<file path="src/rtl/pc_unit.sv">
// Program-counter unit: fetch PC, branch-condition evaluation, next-PC select.
// Latency: selection is registered, so the next PC appears on o_pc one edge later; o_taken/o_pc_plus2 are combinational.
// Backpressure: i_stall holds PC and state for the cycle; HALTED freezes the unit until reset (or redirect, if enabled).
//
// Optional feature macro: PC_REDIRECT_EN adds i_redirect / i_redirect_addr,
// an external redirect that overrides stall, halt and HALTED.
//
// Ports:
//   i_clk, i_rst          clock, asynchronous active-high reset
//   i_stall               hold PC and state this cycle
//   i_branch              PC-relative conditional branch in decode
//   i_branch_reg          register-indirect conditional branch in decode
//   i_cond                3-bit condition code
//   i_imm                 signed halfword offset for relative branches
//   i_reg_target          absolute target for register-indirect branches
//   i_flag_z/n/v          current flags
//   i_halt                halt instruction in decode
//   i_redirect(_addr)     external redirect (PC_REDIRECT_EN only)
//   o_pc                  registered current PC
//   o_pc_plus2            pc + 2 (link value)
//   o_taken               a branch is taken this cycle
//   o_halted              unit is in HALTED
module pc_unit #(
  parameter int                ADDR_W   = 16,
  parameter int                IMM_W    = 9,
  parameter logic [ADDR_W-1:0] RESET_PC = '0
) (
  input  logic              i_clk,
  input  logic              i_rst,
  input  logic              i_stall,
  input  logic              i_branch,
  input  logic              i_branch_reg,
  input  logic [2:0]        i_cond,
  input  logic [IMM_W-1:0]  i_imm,
  input  logic [ADDR_W-1:0] i_reg_target,
  input  logic              i_flag_z,
  input  logic              i_flag_n,
  input  logic              i_flag_v,
  input  logic              i_halt,
`ifdef PC_REDIRECT_EN
  input  logic              i_redirect,
  input  logic [ADDR_W-1:0] i_redirect_addr,
`endif
  output logic [ADDR_W-1:0] o_pc,
  output logic [ADDR_W-1:0] o_pc_plus2,
  output logic              o_taken,
  output logic              o_halted
);

  typedef enum logic {
    ST_RUN    = 1'b0,
    ST_HALTED = 1'b1
  } state_t;

  state_t            r_state;
  logic [ADDR_W-1:0] r_pc;

  logic              w_cond_true;
  logic              w_redirect;
  logic [ADDR_W-1:0] w_pc_plus2;
  logic [ADDR_W-1:0] w_imm_ext;
  logic [ADDR_W-1:0] w_rel_target;
  logic [ADDR_W-1:0] w_reg_target;
  logic [ADDR_W-1:0] w_even_mask;

  // Targets are halfword aligned; bit 0 is always cleared.
  assign w_even_mask = ~{{(ADDR_W-1){1'b0}}, 1'b1};

`ifdef PC_REDIRECT_EN
  logic [ADDR_W-1:0] w_redirect_target;
  assign w_redirect        = i_redirect;
  assign w_redirect_target = i_redirect_addr & w_even_mask;
`else
  assign w_redirect = 1'b0;
`endif

  always_comb begin
    w_cond_true = 1'b0;
    case (i_cond)
      3'b000:  w_cond_true = ~i_flag_z;               // NE
      3'b001:  w_cond_true = i_flag_z;                // EQ
      3'b010:  w_cond_true = ~i_flag_z & ~i_flag_n;   // GT
      3'b011:  w_cond_true = i_flag_n;                // LT
      3'b100:  w_cond_true = i_flag_z | ~i_flag_n;    // GE
      3'b101:  w_cond_true = i_flag_z | i_flag_n;     // LE
      3'b110:  w_cond_true = i_flag_v;                // OV
      default: w_cond_true = 1'b1;                    // always
    endcase
  end

  assign w_pc_plus2   = r_pc + ADDR_W'(2);
  assign w_imm_ext    = {{(ADDR_W-IMM_W){i_imm[IMM_W-1]}}, i_imm};
  // Offset is in halfwords; wraps modulo 2^ADDR_W.
  assign w_rel_target = w_pc_plus2 + (w_imm_ext << 1);
  assign w_reg_target = i_reg_target & w_even_mask;

  // Forced low during reset, stall, HALTED and redirect so downstream
  // link/flush logic never sees a phantom branch.
  assign o_taken = (i_branch | i_branch_reg) & w_cond_true & ~i_stall &
                   (r_state == ST_RUN) & ~i_rst & ~w_redirect;

  always_ff @(posedge i_clk or posedge i_rst) begin
    if (i_rst) begin
      r_pc    <= RESET_PC;
      r_state <= ST_RUN;
    end else begin
`ifdef PC_REDIRECT_EN
      if (w_redirect) begin
        r_pc    <= w_redirect_target;
        r_state <= ST_RUN;
      end else
`endif
      begin
        case (r_state)
          ST_RUN: begin
            if (!i_stall) begin
              if (i_halt) begin
                // PC keeps the halt instruction's address.
                r_state <= ST_HALTED;
              end else if (o_taken && i_branch_reg) begin
                r_pc <= w_reg_target;
              end else if (o_taken) begin
                r_pc <= w_rel_target;
              end else begin
                r_pc <= w_pc_plus2;
              end
            end
          end
          default: begin
            r_pc    <= r_pc;
            r_state <= ST_HALTED;
          end
        endcase
      end
    end
  end

  assign o_pc       = r_pc;
  assign o_pc_plus2 = w_pc_plus2;
  assign o_halted   = (r_state == ST_HALTED);

endmodule

</file>
<file path="config.mk">
export PLATFORM = sky130hd
export DESIGN_NAME = pc_unit
export DESIGN_NICKNAME = d
export VERILOG_FILES = /design/src/rtl/pc_unit.sv
export SDC_FILE = /design/constraint.sdc
export NUM_CORES = 1
export LEC_CHECK = 0
export ABC_AREA = 0
export CELL_PAD_IN_SITES_DETAIL_PLACEMENT = 1
export CELL_PAD_IN_SITES_GLOBAL_PLACEMENT = 2
export CORE_ASPECT_RATIO = 0.6
export CORE_UTILIZATION = 23
export CTS_BUF_LIST = sky130_fd_sc_hd__clkbuf_8
export DETAILED_ROUTE_END_ITERATION = 6
export PLACE_DENSITY_LB_ADDON = 0.08
export SYNTH_ARGS = -nofsm -noshare
export SYNTH_HDL_FRONTEND = slang
export SYNTH_SLANG_ARGS = --single-unit
</file>
<file path="constraint.sdc">
create_clock -name i_clk -period 2.8 [get_ports i_clk]
set_input_delay 0.56 -clock i_clk [delete_from_list [all_inputs] [get_ports i_clk]]
set_output_delay 0.56 -clock i_clk [all_outputs]
set_load 0.005 [all_outputs]
</file>
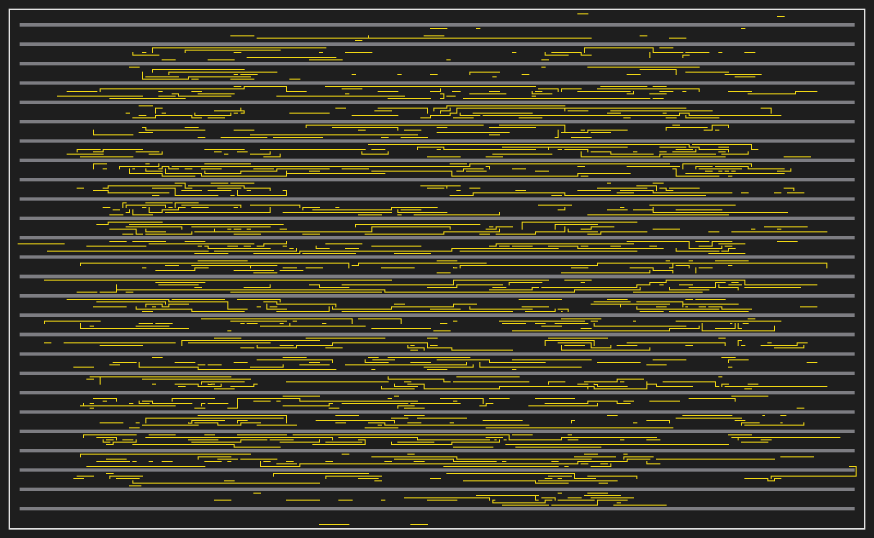
*M1 wires, run 1*
Supply wires on this layer in gray.
The longest straight run is 48.8 um. The layer carries 4960 um of wire.

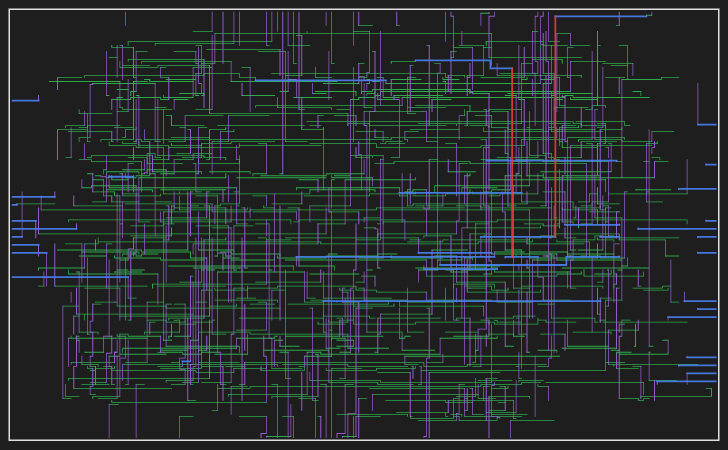
*Routed metal, one color a layer, run 1*
Key: green = M1 [wire length 4960 um]; blue = M3 [wire length 403 um]; purple = M2 [wire length 3630 um]; red = M4 [wire length 69.4 um]

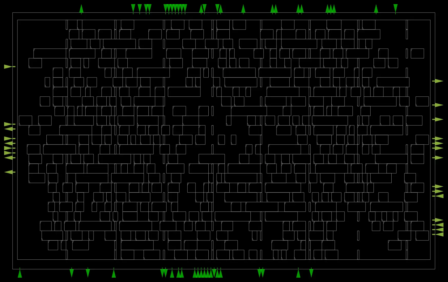
*Placed standard cells, run 1*
core occupancy in the finished layout: 0.5089
register fraction of the total cell area: 0.09864
number of fill cells: 931
Core Footprint: 7976 um2

## run 1: cell families (layout without fill, tap and decap cells)
kind of cell,count (synthesis),count (layout),synth area share
AOI/OAI and AO/OA,91,91,0.2969
and+or+nand+nor,76,76,0.1953
DFF,16,16,0.2083
adders and majority gates,16,16,0.1081
xor gates and xnor gates,23,23,0.1087
buffers and inverters,21,176,0.05338
muxes,5,5,0.02734
other,1,2,0.001951
## run 1: cell type report
| cell class | count | area (um2) |
|---|---|---|
| sequential | 16 | 400.4 |
| fill | 931 | 3918 |
| clock buffer | 4 | 55.05 |
| multi-input combinational | 213 | 1976 |
| timing repair buffer | 165 | 1465 |
| tap | 108 | 135.1 |
| inverter | 7 | 27.53 |
## run 1: final timing paths
path / from / endpoint / slack [ps] / depth (start not counted)
min in group asynchronous: i_rst / o_halted$_DFF_PP0_ / 740 / 2
max reg2reg: o_pc[2]$_DFFE_PP0P_ / o_pc[15]$_DFFE_PP0P_ / -170 / 14
max in group asynchronous: i_rst / o_pc[11]$_DFFE_PP0P_ / 1620 / 2
max: o_pc[2]$_DFFE_PP0P_ / o_pc[15]$_DFFE_PP0P_ / -170 / 14
min: o_halted$_DFF_PP0_ / o_halted$_DFF_PP0_ / 550 / 1
min reg2reg: o_halted$_DFF_PP0_ / o_halted$_DFF_PP0_ / 550 / 1
## run 1: critical path: cells and delay by family (launching register included)
kind | cells | cell delay [ps]
buffers and inverters | 2 | 260
DFF | 1 | 430
xor gates and xnor gates | 2 | 480
and+or+nand+nor | 4 | 540
adders and majority gates | 1 | 280
AOI/OAI and AO/OA | 5 | 860
## run 1: timing repair
action	in CTS	in global routing
endpoints found under the setup margin	18	19
pin swaps	18	42
resized	51	71
setup buffers	8	10
## run 1: sequential cells by signal (all words and copies together), names as in the netlist
name	cells
o_pc	15
o_halted	1
==> run notes, run 1 <==
Implementation results.

The report lists the power per cell area as 380.2 nW/um2. After routing the design area is a little over 4000 um2. Counting the warning lines in the Yosys log gives 0. The largest incremental delay on the critical path is 430 ps.

The routed wire length per instance is approximately 18 um. around 71 I/O pins were placed. Traced cell by cell, the critical path runs through buf_6 > nand3_2 > nor2_4 > buf_6 > nand3_1 > xnor2_2 > ha_4 > a21oi_1 > o21ai_1 > o21bai_1 > o21ai_1 > nand3b_1 > xnor2_1 > a221o_1.

The detailed router finished its first iteration with ~110 violations. The synthesis stat section lists a flop and latch total of 16. In this run the maximum-capacitance check reported violations numbering 0. The critical path arrival is approximately 3100 ps. The number of global-route vias before repair came to 2567. The slew at the pin with the worst max-slew slack is 672.4 ps. The distinct cell type count after synthesis is approximately 50. The combinational power share is 0.677.

The flow ran to the end, but the final reports show violations. Sorting the synthesized cells by area gives the leading types as sky130_fd_sc_hd__dfrtp_1 (21%), sky130_fd_sc_hd__ha_1 (9.8%), sky130_fd_sc_hd__o21ai_0 (7.3%). The number of slew-limit violations in the final report is 0. Counting instances in the post-synthesis netlist gives the leading cell types as sky130_fd_sc_hd__o21ai_0 (28), sky130_fd_sc_hd__a21oi_1 (20), sky130_fd_sc_hd__nand2_1 (18). The routed wire length on met3 is between 400 and 500 um. The final non-filler cell total is 513. The synthesis report gives the async set-or-reset register share as 1.000.

The number of enable-type register cells in the synthesized netlist is 0. The worst voltage drop across the vdd grid is 0.1621 mV. For the worst setup path, the data required time is 2950 ps. According to the report, the first pass of detailed routing completed in 4 iterations. The TritonCTS sink count is 16. The worst-case max-slew headroom was logged as 0.5503. From left edge to right edge, the die measures between 100 and 150 um. The power dissipated in sequential cells is 282 uW.

The netlist area before placement is 1922 um2. The final reports fail on setup timing. The synth_stat.txt file lists the number of cells as about 250. The post-detailed-route via-to-cell ratio is 4.951. The worst setup path is captured at a register. Timing analysis after detailed placement gives a worst setup slack of -404.8 ps.

The count of input and output buffers is 67. The met1 capacity usage during global routing is 0.3352. TritonCTS built the clock tree. The largest net degree at the start of global routing is 24. The synthesized area divided by synthesized cell count is 7.718 um2. The global placer's final weighted congestion is 0.8774. Timing would allow up to 336.9 MHz. The detailed-routing wirelength on met1 is 4.955 mm. Hold-check failures listed in the final report amount to 0. As reported, the later end of the worst-skew pair has a clock insertion delay of 270 ps. The synthesized netlist has a Yosys-reported chip area of 1922 um2. After layout, the worst setup slack is -168.0 ps. Summed over all nets, the switching power comes to between 500 and 600 uW. The floorplan step records an initial core utilization of 0.2409.

The type recorded for the worst min-delay path is register to register. Looking at area per cell type in the netlist, the leader is sky130_fd_sc_hd__dfrtp_1. The biggest slice of the total power is consumed by combinational cells. For reference, the clock transition at the flip-flops on the worst setup and hold paths is 70 ps. Per the OpenROAD floorplan log, the area of the die is 8737 um2. The dominant synthesized flop cell is sky130_fd_sc_hd__dfrtp_1. The number of H-tree levels is 1. Summed over all nets, wire length on met2 after detailed routing comes to 3.631 mm. The met3 track demand over resource is 0.02813. After clock tree synthesis, the flow added hold-fix buffers numbering 0.

Detailed routing inserted a total of 2540 vias. The row count is 25. Per Yosys stat, the portion of area used by sequential elements is 0.2083. The most common logic cells in the final layout are sky130_fd_sc_hd__buf_4 (87), sky130_fd_sc_hd__clkdlybuf4s50_1 (55), sky130_fd_sc_hd__o21ai_0 (16), sky130_fd_sc_hd__dfrtp_1 (16), sky130_fd_sc_hd__nand2_1 (15). The number of instances in the synthesized netlist is around 250. The fraction of layout cells with a size suffix above 1 is 0.4272.

The number of warnings reported in the stage logs is 29. In the post-route report, total wirelength is listed as roughly 9.1 mm. The maximum clock skew at final layout is 5.199 ps.

The cell at the slowest stage of the critical path is sky130_fd_sc_hd__dfrtp_1. The cell chosen for the clock root is sky130_fd_sc_hd__clkbuf_8. Routing resource usage on met2 recorded by global route was 0.2816.

The sequential share of power is 0.183. The proportion of power drawn by the clock network is 0.140. The detailed placer reported the number of placed instances as 494. Post-route period utilization is reported as 1.060. The layout-stage area growth over the synthesis result is 111.2%.

The total power is about 1500 uW. The script extracted a total leakage power of 0.001752 uW. In this run the cell area measured after placement is 3302 um2. The most instantiated logic cell after routing is sky130_fd_sc_hd__buf_4. From the final report, the count of setup violators was given as 5. The worst setup path category is register to register.

The startpoint class of the critical path is a register. The buffer depth of the longest clock path is 2. Per the GRT congestion report, total overflow comes to 0. For this run, the total global-route usage over all layers was measured as 0.2072. The script computed the net switching share of total power as 0.3676. In this run the worst path has a maximum fanout of 4. The TritonCTS buffer count is 3. The remaining routing DRC violations is 0. The number of antenna violations at the first check in global routing came to 0. The share of synthesized area in the top cell type comes to 0.2083.

Counting I/O delays and the setup requirement, the final critical path takes 2968 ps. Setup repair after global routing could not meet its margin everywhere. The antenna cell count is 0.

The most crowded layer after global routing is met1. Clock network power for this build is about 220 uW. Cell internal power was estimated by the tool at 975.9 uW. The sum of negative setup slack is -379.4 ps. The placed wire-length estimate is 7.005 mm.

The remaining antenna violation count after routing is 0. The final net count is 459. In this run the vertical extent of the chip is 72.81 um. The most common cell in the synthesized netlist is sky130_fd_sc_hd__o21ai_0. The combinational power is 1040 uW.

The most critical hold endpoint after final layout shows a slack of 554.9 ps. After detailed routing, no signal wire sits above met4. The first global-routing pass estimated 13.71 mm of wire.
### Wire density map, run 1

The die is cut into 24 by 15 equal tiles; black is low, pale yellow is high, scaled to the fullest tile. Values are wire area over tile area, all layers added.
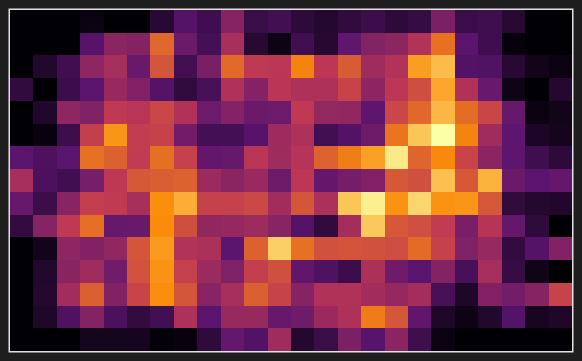

==> run 2, diff against run 1 <==
--- a/config.mk
+++ b/config.mk
@@ -13,6 +13,7 @@
 export CTS_BUF_LIST = sky130_fd_sc_hd__clkbuf_8
 export DETAILED_ROUTE_END_ITERATION = 6
 export PLACE_DENSITY_LB_ADDON = 0.08
+export SKIP_LAST_GASP = 1
 export SYNTH_ARGS = -nofsm -noshare
 export SYNTH_HDL_FRONTEND = slang
 export SYNTH_SLANG_ARGS = --single-unit
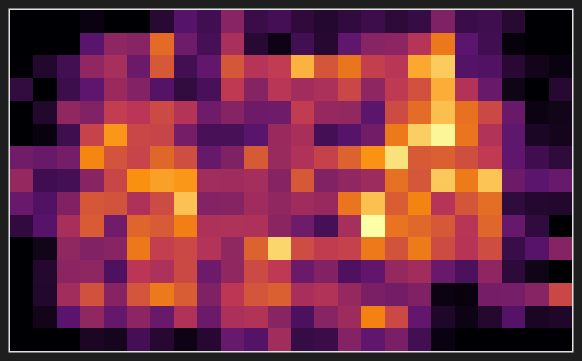
*Wire density map, run 2*
The die is cut into 24 by 15 equal tiles; black is low, pale yellow is high, scaled to the fullest tile. Values are wire area over tile area, all layers added.
28% of the tiles are over half the peak. The mean over all tiles is 0.16. 8.9% of the tiles are nearly empty. The fullest tile reaches 0.45.

==> run notes, run 2 <==
Implementation results.

By area the synthesized netlist is led by sky130_fd_sc_hd__dfrtp_1 (21%), sky130_fd_sc_hd__ha_1 (9.8%), sky130_fd_sc_hd__o21ai_0 (7.3%). Dividing the detail-routed wire length by the instance count gives approximately 18 um. Among logic cells in the layout, the one with the most instances is sky130_fd_sc_hd__buf_4. The remaining antenna violation count after routing is 0. The number of combinational gates with multiple inputs is 213. In this run the maximum-capacitance check reported violations numbering 0. The maximum clock skew at final layout is 4.876 ps. The top-area cell type share of the netlist area is 0.2083.

At the worst endpoint, the arrival time is 3130 ps. Counting I/O delays and the setup requirement, the final critical path takes between 2000 and 3000 ps. After routing the design area is 4033 um2. The netlist area before placement is just under 2000 um2. The most common cell in the synthesized netlist is sky130_fd_sc_hd__o21ai_0.

The share of async-settable or async-resettable flops after synthesis is 1.000. The checks that failed: setup timing. The number of global-route vias before repair is approximately 2600. The final setup violation count is 6. The dominant synthesized flop cell is sky130_fd_sc_hd__dfrtp_1. The nature of the critical path endpoint is a register.

The sequential cell count of the final layout is 16. The row count is 25. The number of slew-limit violations in the final report is 0. In the hold report, the worst path ends at o_halted$_DFF_PP0_. The number of instances in the synthesized netlist is 249.

The global-route wire length before repair is 13.71 mm. Of all the cell area in the finished design, the clock network holds 0.01365. The total number of tap cells is 108. On the reported timing paths, the clock transition at the registers reads 70 ps. The boundary pin count is about 70.

The area used by sequential logic in the layout is 400.4 um2. The placed wire-length estimate is 7.005 mm. The logic share of the area is 0.4843.

The number of antenna violations at the first check in global routing was 0. The worst setup timing slack at the placement stage is -404.8 ps. STA classifies the critical path startpoint as a register.

After detailed placement, the total cell area comes to 3302 um2. In the post-route analysis, the smallest setup slack over all paths is -174.6 ps. The final timing summary puts the cycle share of the worst path at 1.062.

For this run, the register share of the synthesized area comes to 0.2083. The critical path required time is ~3000 ps. Per the CTS log, the buffer count on the longest clock path is 2. The vertical extent of the die is 72.81 um.

The post-detailed-route via-to-cell ratio is between 4 and 5. The final route contains 2537 vias. The floorplan step set the die width to between 100 and 150 um.

The fraction of layout cells with a size suffix above 1 is 0.4173. The CTS tree is done. The final net count is 459. The post-cts hold buffer count is 0. The synthesized design contains 16 register bits. VDD sags by at most approximately 0.16 mV.

Summed over all failing endpoints, the final setup total negative slack is -390.5 ps. The number of H-tree levels is 1. The effective utilization at floorplan is 0.2409. The area of the synthesized netlist per yosys stat is just under 2000 um2.

Per the cell usage report, the commonest logic cells after layout are sky130_fd_sc_hd__buf_4 (87), sky130_fd_sc_hd__clkdlybuf4s50_1 (56), sky130_fd_sc_hd__nand2_1 (16), sky130_fd_sc_hd__o21ai_0 (16), sky130_fd_sc_hd__dfrtp_1 (16). The buffering overhead is 0.3624. The cell chosen for the clock root is sky130_fd_sc_hd__clkbuf_8.

The destination of the worst register-to-register timing path is o_pc[15]$_DFFE_PP0P_. During placement, the flow inserted port buffers numbering 67. The class occupying the most area after layout is reported as multi-input combinational cells.

The layout has 165 buffers outside the clock class. In the synthesized netlist, the cells that appear most often are sky130_fd_sc_hd__o21ai_0 (28), sky130_fd_sc_hd__a21oi_1 (20), sky130_fd_sc_hd__nand2_1 (18). In this run the standard cell core region covers ~8000 um2. In this run the register-to-register setup slack is -170 ps.

In the hold timing report, the worst path depth is 1. The layout clock buffer count is 4. The min-delay analysis places its worst path in the category register to register.

The worst register-to-register path has a depth of 13. The detailed placer reported the number of placed instances as 494. The register with the most flip-flops in the layout has 15 of them.

In this run the worst setup path begins at o_pc[2]$_DFFE_PP0P_. The worst hold margin is 555.3 ps. The number of standard cells reported by yosys is roughly 250. The remaining routing DRC violations is 0. Of all cell types, the one taking the most synthesized area is sky130_fd_sc_hd__dfrtp_1. The total power is 1539 uW. The number of ordinary inverters in the final layout is 7.

Summed over all cells, the static leakage comes to 0.001721 uW. The TritonCTS sink count is 16. The tool warning count for the run is 29. The worst setup path category is register to register.

After filler insertion, the fill cell instance count of the layout stands at approximately 930. Warnings reported by Yosys during synthesis add up to 0. The pin closest to its max-slew limit shows a slew of 675.3 ps. The total track usage is 0.2072.

The run finished, with violations left. The power per cell area is 381.6 nW/um2. The number of enable-type register cells in the synthesized netlist is 0. For this run, the number of standard cells in the final layout without fillers is 513.

The number of hold-slack violations in the final timing report is 0. The distinct cell type count after synthesis is 50. The layout-stage area growth over the synthesis result is 109.8%. Entering global routing, the biggest net connects 24 pins.
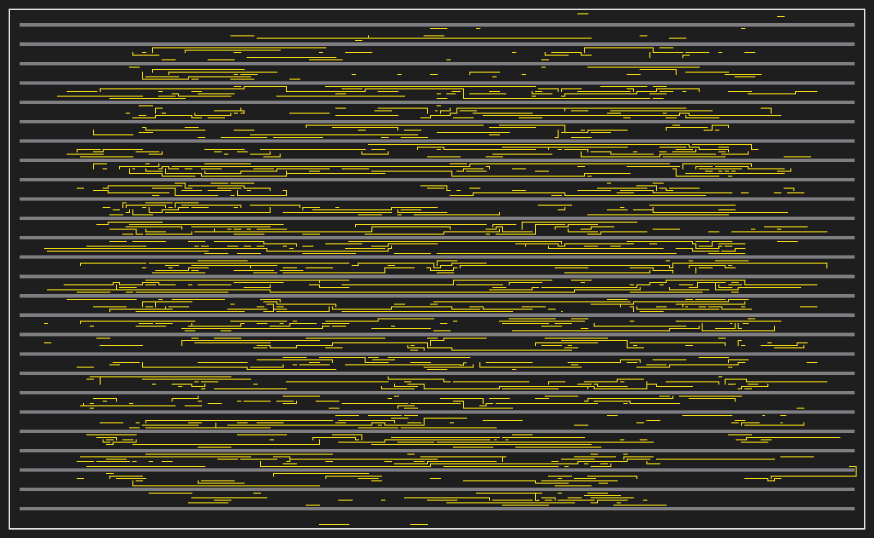
*M1 wires, run 2*
Supply wires on this layer in gray.
The layer holds 55% of the routed length. 414 nets have wire on it. The longest straight run is 46.9 um. The layer carries 4980 um of wire. The wires run mostly horizontal.

-- run 2: where the power goes --
group / total, uW / switching (uW) / internal (uW)
clock network: 217 / 91.2 / 125
registers: 282 / 26.8 / 255
logic: 1040 / 449 / 591
-- run 2: logic make-up (layout without fill, tap and decap cells) --
| group | Yosys count | in the layout | synth area share |
|---|---|---|---|
| AOI/OAI and AO/OA | 91 | 91 | 0.2969 |
| xor gates and xnor gates | 23 | 23 | 0.1087 |
| adders and majority gates | 16 | 16 | 0.1081 |
| buffers and inverters | 21 | 176 | 0.05338 |
| DFF | 16 | 16 | 0.2083 |
| muxes | 5 | 5 | 0.02734 |
| other | 1 | 2 | 0.001951 |
| and+or+nand+nor | 76 | 76 | 0.1953 |
-- run 2: worst max-delay path: stages (launching register included) --
cell	delay (ps)
sky130_fd_sc_hd__dfrtp_1	430
sky130_fd_sc_hd__ha_2	210
sky130_fd_sc_hd__and3_4	180
sky130_fd_sc_hd__and3_4	200
sky130_fd_sc_hd__buf_4	120
sky130_fd_sc_hd__nand2_2	80
sky130_fd_sc_hd__xnor2_4	170
sky130_fd_sc_hd__ha_4	310
sky130_fd_sc_hd__o2111ai_4	120
sky130_fd_sc_hd__a211oi_2	270
sky130_fd_sc_hd__nor3_1	70
sky130_fd_sc_hd__nand3b_1	240
sky130_fd_sc_hd__xnor2_1	170
sky130_fd_sc_hd__a221o_1	280
-- run 2: what timing repair did --
action / in CTS / in global routing
setup buffers: 8 / 10
endpoints found under the setup margin: 18 / 20
gates resized: 48 / 69
pin swaps: 18 / 39
hold endpoints to repair: 0 / 0
-- run 2: routing by layer --
layer / track usage / vias to the layer above / wire (um)
met2: 0.2816 / 62 / 3622
met4: 0.04167 / 0 / 69
li1: - / 1238 / -
met1: 0.3352 / 1233 / 4980
met3: 0.02813 / 4 / 385
met5: 0 / - / 0
==> run 3, diff against run 2 <==
--- a/config.mk
+++ b/config.mk
@@ -11,6 +11,7 @@
 export CORE_ASPECT_RATIO = 0.6
 export CORE_UTILIZATION = 23
 export CTS_BUF_LIST = sky130_fd_sc_hd__clkbuf_8
+export CTS_CLUSTER_DIAMETER = 150
 export DETAILED_ROUTE_END_ITERATION = 6
 export PLACE_DENSITY_LB_ADDON = 0.08
 export SKIP_LAST_GASP = 1
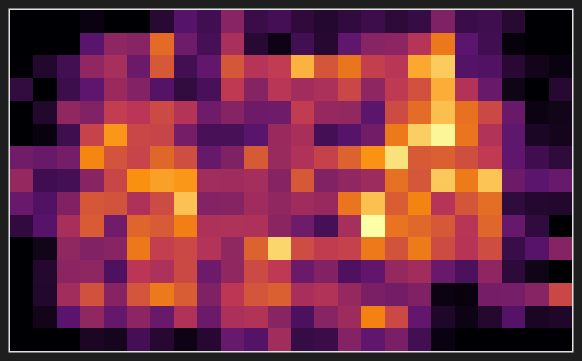
*Wire density map, run 3*
The die is cut into 24 by 15 equal tiles; black is low, pale yellow is high, scaled to the fullest tile. Values are wire area over tile area, all layers added.
The fullest tile reaches 0.45. The mean over all tiles is 0.16. 28% of the tiles are over half the peak. 8.9% of the tiles are nearly empty.

==> run notes, run 3 <==
Implementation results.

The run finished, with violations left. The checks that failed: setup timing. The proportion of power drawn by the clock network is 0.141. The leakage dissipation is 0.001721 uW. The largest net degree at the start of global routing is 24. The number of global-route vias before repair is 2568. The placed wire-length estimate is 7.005 mm.

The fraction of area in registers is 0.09929. In the CTS report, the clock slew at the register clock pins of the worst setup and hold paths is listed as roughly 70 ps. For this run, the slowest stage of the critical path takes around 430 ps. The CTS report gives the tree buffer count as 3.

The number of instances on the worst hold path is 1. The register with the most flip-flops in the layout has 15 of them. In the synthesis report, Yosys lists the chip area as 1922 um2. The layout clock buffer count is 4. The final weighted congestion recorded by global placement is 0.8774. The most instantiated logic cell after routing is sky130_fd_sc_hd__buf_4. Per the log, the first TritonRoute iteration ended with a DRC count of between 100 and 150. The combinational power share is 0.676. The detailed placer reported the number of placed instances as 494. Per report_power, the Clock row totals between 200 and 250 uW.

The smallest clock period supported by the final layout is computed as 2975 ps. The row count is 25. The most prevalent standard cell on the critical path is sky130_fd_sc_hd__and3_4. The DRC violation total left in the routed layout is recorded as 0. The combinational power is just over 1000 uW. The post-route utilization of the core is recorded as 0.5056. In this run the critical path is formed by ha_2 > and3_4 > and3_4 > buf_4 > nand2_2 > xnor2_4 > ha_4 > o2111ai_4 > a211oi_2 > nor3_1 > nand3b_1 > xnor2_1 > a221o_1. The synthesis report names the predominant flop master as sky130_fd_sc_hd__dfrtp_1. After layout, the buffer instance count without clock buffers stands at 165. TritonRoute output was used to compute an average wire per cell of 17.65 um.

Per the final report, the share of cell area in clock cells is 0.01365. The final net count is 459. Per the cell usage report, the commonest logic cells after layout are sky130_fd_sc_hd__buf_4 (87), sky130_fd_sc_hd__clkdlybuf4s50_1 (56), sky130_fd_sc_hd__nand2_1 (16), sky130_fd_sc_hd__o21ai_0 (16), sky130_fd_sc_hd__dfrtp_1 (16).

After the flow finishes, the layout carries non-filler instances totaling 513. The power per cell area is ~380 nW/um2. The synthesis stats list as the most numerous cell sky130_fd_sc_hd__o21ai_0. The highest clock rate this design can be run at is 336.2 MHz. The number of violations of the max-capacitance limit is 0.

Setup repair after global routing could not meet its margin everywhere. The area of the core is 7976 um2. The worst setup slack for register-to-register paths is -170 ps. The nature of the critical path endpoint is a register. The internal power of the cells totals ~1000 uW. CTS placed an instance of sky130_fd_sc_hd__clkbuf_8 at the clock tree root. The critical path's top delay family is simple AND/OR/NAND/NOR gates. From bottom edge to top edge, the die measures 72.81 um. The final layout report lists a non-clock inverter count of 7.

Fill cells in the final layout number roughly 930. The startpoint of the worst setup timing path is o_pc[2]$_DFFE_PP0P_. The warning tally printed by Yosys for this design is 0. The end of the critical path is o_pc[15]$_DFFE_PP0P_.

The total setup buffers inserted after CTS is 8. The number of sequential cells reported for the layout is 16. TritonCTS built the clock tree. The layout-stage area growth over the synthesis result is 109.8%. The clock insertion delay at the later pin of the skew report is 270 ps. The number of slew-limit violations in the final report is 0.

In the synthesized netlist the async set-or-reset flop fraction comes to 1.000. The number of combinational gates with multiple inputs is between 200 and 250. Each instance of the synthesized netlist takes up on average 7.718 um2. Detailed placement reports a standard cell area of 3302 um2.

The area occupied by multi-input gates is between 1500 and 2000 um2. CTS built an H-tree with a depth of 1. The endpoint of the worst hold-timing path is o_halted$_DFF_PP0_. The final timing report lists a hold violation count of 0. The largest power group is combinational cells. For this run, the script counts the antenna cells in the layout as 0. The number of gates on the worst path with buffers counted is 13. The power dissipated in sequential cells is 282 uW. OpenROAD emitted warnings numbering 29. The die covers 8737 um2. For this block, the via count after detailed routing is 2537. The critical path required time is 2950 ps.

Before antenna repair, the detailed router went through 4 iterations. The maximum clock skew at final layout is 4.876 ps. The sequential cells in the finished layout cover a total of 400.4 um2. The launch point of the worst register-to-register path is recorded as o_pc[2]$_DFFE_PP0P_. The total number of tap cells is 108. The buffering overhead is 0.3624. The post-cts hold buffer count is 0. The tightest min-delay check is of the register to register type.

The first global-routing pass estimated around 14 mm of wire. Per the final layout report, the fraction of cells sized above drive strength 1 comes to 0.4173. The design draws 1539 uW.

The number of standard cells reported by yosys is 249. The switching share of power is 0.3682. The buffer depth of the longest clock path is 2.

The synthesized netlist occupies a cell area of 1922 um2. The script extracted a net switching power of roughly 570 uW. The boundary pin count is 71. In the final report, the number of endpoints failing setup comes to 6. The die width is 120.0 um. The class occupying the most area after layout is reported as multi-input combinational cells. The cell at the slowest stage of the critical path is sky130_fd_sc_hd__dfrtp_1.

Data on the critical path arrives at its endpoint at 3130 ps. Summed over all layers, the routed wires come to 9.057 mm. The count of nets left with antenna violations once routing finished came out at 0. Max fanout on the critical path was recorded as 4.

By area the synthesized netlist is led by sky130_fd_sc_hd__dfrtp_1 (21%), sky130_fd_sc_hd__ha_1 (9.8%), sky130_fd_sc_hd__o21ai_0 (7.3%). The total track usage is 0.2072. The endpoint identified for the worst register-to-register timing path is o_pc[15]$_DFFE_PP0P_.

The register share after synthesis is 0.2083. Post-route period utilization is reported as 1.062. The worst voltage drop across the vdd grid is roughly 0.16 mV. The critical path buffer and inverter count is 1. Of the total power, registers draw 0.183. Dividing the detail-routed via count by the number of cells gives 4.945. The fraction of cell area in multi-input combinational cells is reported as 0.4843. Yosys mapped the design onto 50 distinct sky130hd cell types. With fillers left out, the area of the finished cells amounts to 4033 um2. The slew at the pin with the worst max-slew slack is 675.3 ps. The worst-case headroom to the max-slew limit is 0.5484. The worst setup path category is register to register.

In this run, post-CTS repair resized a total of 48 instances. The cell type with the largest total area after synthesis is sky130_fd_sc_hd__dfrtp_1. The synthesized instance count is 249.

For this run the aggregate overflow at the end of global routing stands at 0. The number of antenna violations at the first check in global routing came to 0. The count of buffers added on input and output ports is 67. The post-synth count of flops with an enable pin is 0. The number of cells on the worst reg-to-reg path is 13. According to the CTS report, the clock sink count is 16. In the synthesized netlist, the cells that appear most often are sky130_fd_sc_hd__o21ai_0 (28), sky130_fd_sc_hd__a21oi_1 (20), sky130_fd_sc_hd__nand2_1 (18).

In the floorplan report the effective utilization is 0.2409. STA lists the startpoint of the worst hold path as o_halted$_DFF_PP0_. The worst setup slack after layout is -174.6 ps. Of the post-synthesis cell area, the dominant cell type holds 0.2083.

The synthesis-stage register bit count is 16. The startpoint class of the critical path is a register.
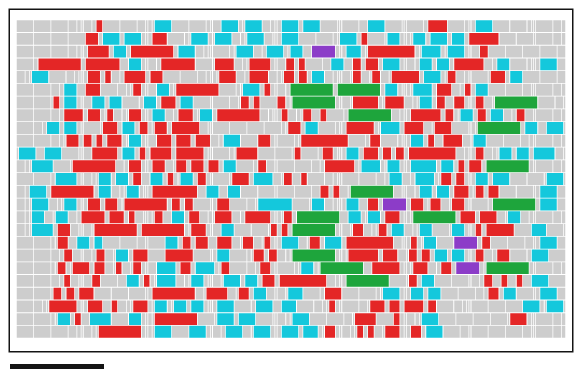
*Cell classes on the final placement, run 3*
Bar = 20 um. Fill, decap, tap and diode cells in gray.
Key: red = remaining logic cells [cells 220]; purple = clock drivers and dummy loads [cells 4]; green = sequential cells [cells 16]; cyan = remaining buffers and delay cells [cells 165]

[run 3: cell counts after synthesis]
Identical to the previous run, type by type.
[run 3: kinds of logic after synthesis]
| kind of cell | Yosys count | synth area share |
|---|---|---|
| AND-OR/OR-AND | 91 | 0.2969 |
| AND/OR/NAND/NOR | 76 | 0.1953 |
| XOR/XNOR | 23 | 0.1087 |
| buffers and inverters | 21 | 0.05338 |
| adder cells (fa/ha/maj) | 16 | 0.1081 |
| flip-flops | 16 | 0.2083 |
| multiplexers | 5 | 0.02734 |
| other | 1 | 0.001951 |
[run 3: metrics by stage]
step | worst slack (ps) | TNS [ps] | hold WS (ps)
floorplan | 11.42 | 0 | 473.7
global placement | -371.3 | -2623 | 514.3
detailed placement | -404.8 | -3086 | 528.4
CTS | -174.0 | -759.9 | 559.2
global route | -272.9 | -1627 | 602.4
finish | -174.6 | -390.5 | 555.3
[run 3: worst reg2reg max path, stage by stage (launching register included)]
cell and delay (ps):
sky130_fd_sc_hd__dfrtp_1 430, sky130_fd_sc_hd__ha_2 210, sky130_fd_sc_hd__and3_4 180, sky130_fd_sc_hd__and3_4 200, sky130_fd_sc_hd__buf_4 120, sky130_fd_sc_hd__nand2_2 80
sky130_fd_sc_hd__xnor2_4 170, sky130_fd_sc_hd__ha_4 320, sky130_fd_sc_hd__o2111ai_4 130, sky130_fd_sc_hd__a211oi_2 270, sky130_fd_sc_hd__nor3_1 70, sky130_fd_sc_hd__nand3b_1 240
sky130_fd_sc_hd__xnor2_1 170, sky130_fd_sc_hd__a221o_1 280
[run 3: per-layer routing]
layer / part of all wire / vias up / track usage
li1: - / 1238 / -
met1: 0.55 / 1233 / 0.3352
met2: 0.40 / 62 / 0.2816
met3: 0.043 / 4 / 0.02813
met4: 0.0076 / 0 / 0.04167
met5: 0 / - / 0
No activity file was given, so power comes from the tool's default toggle rates.
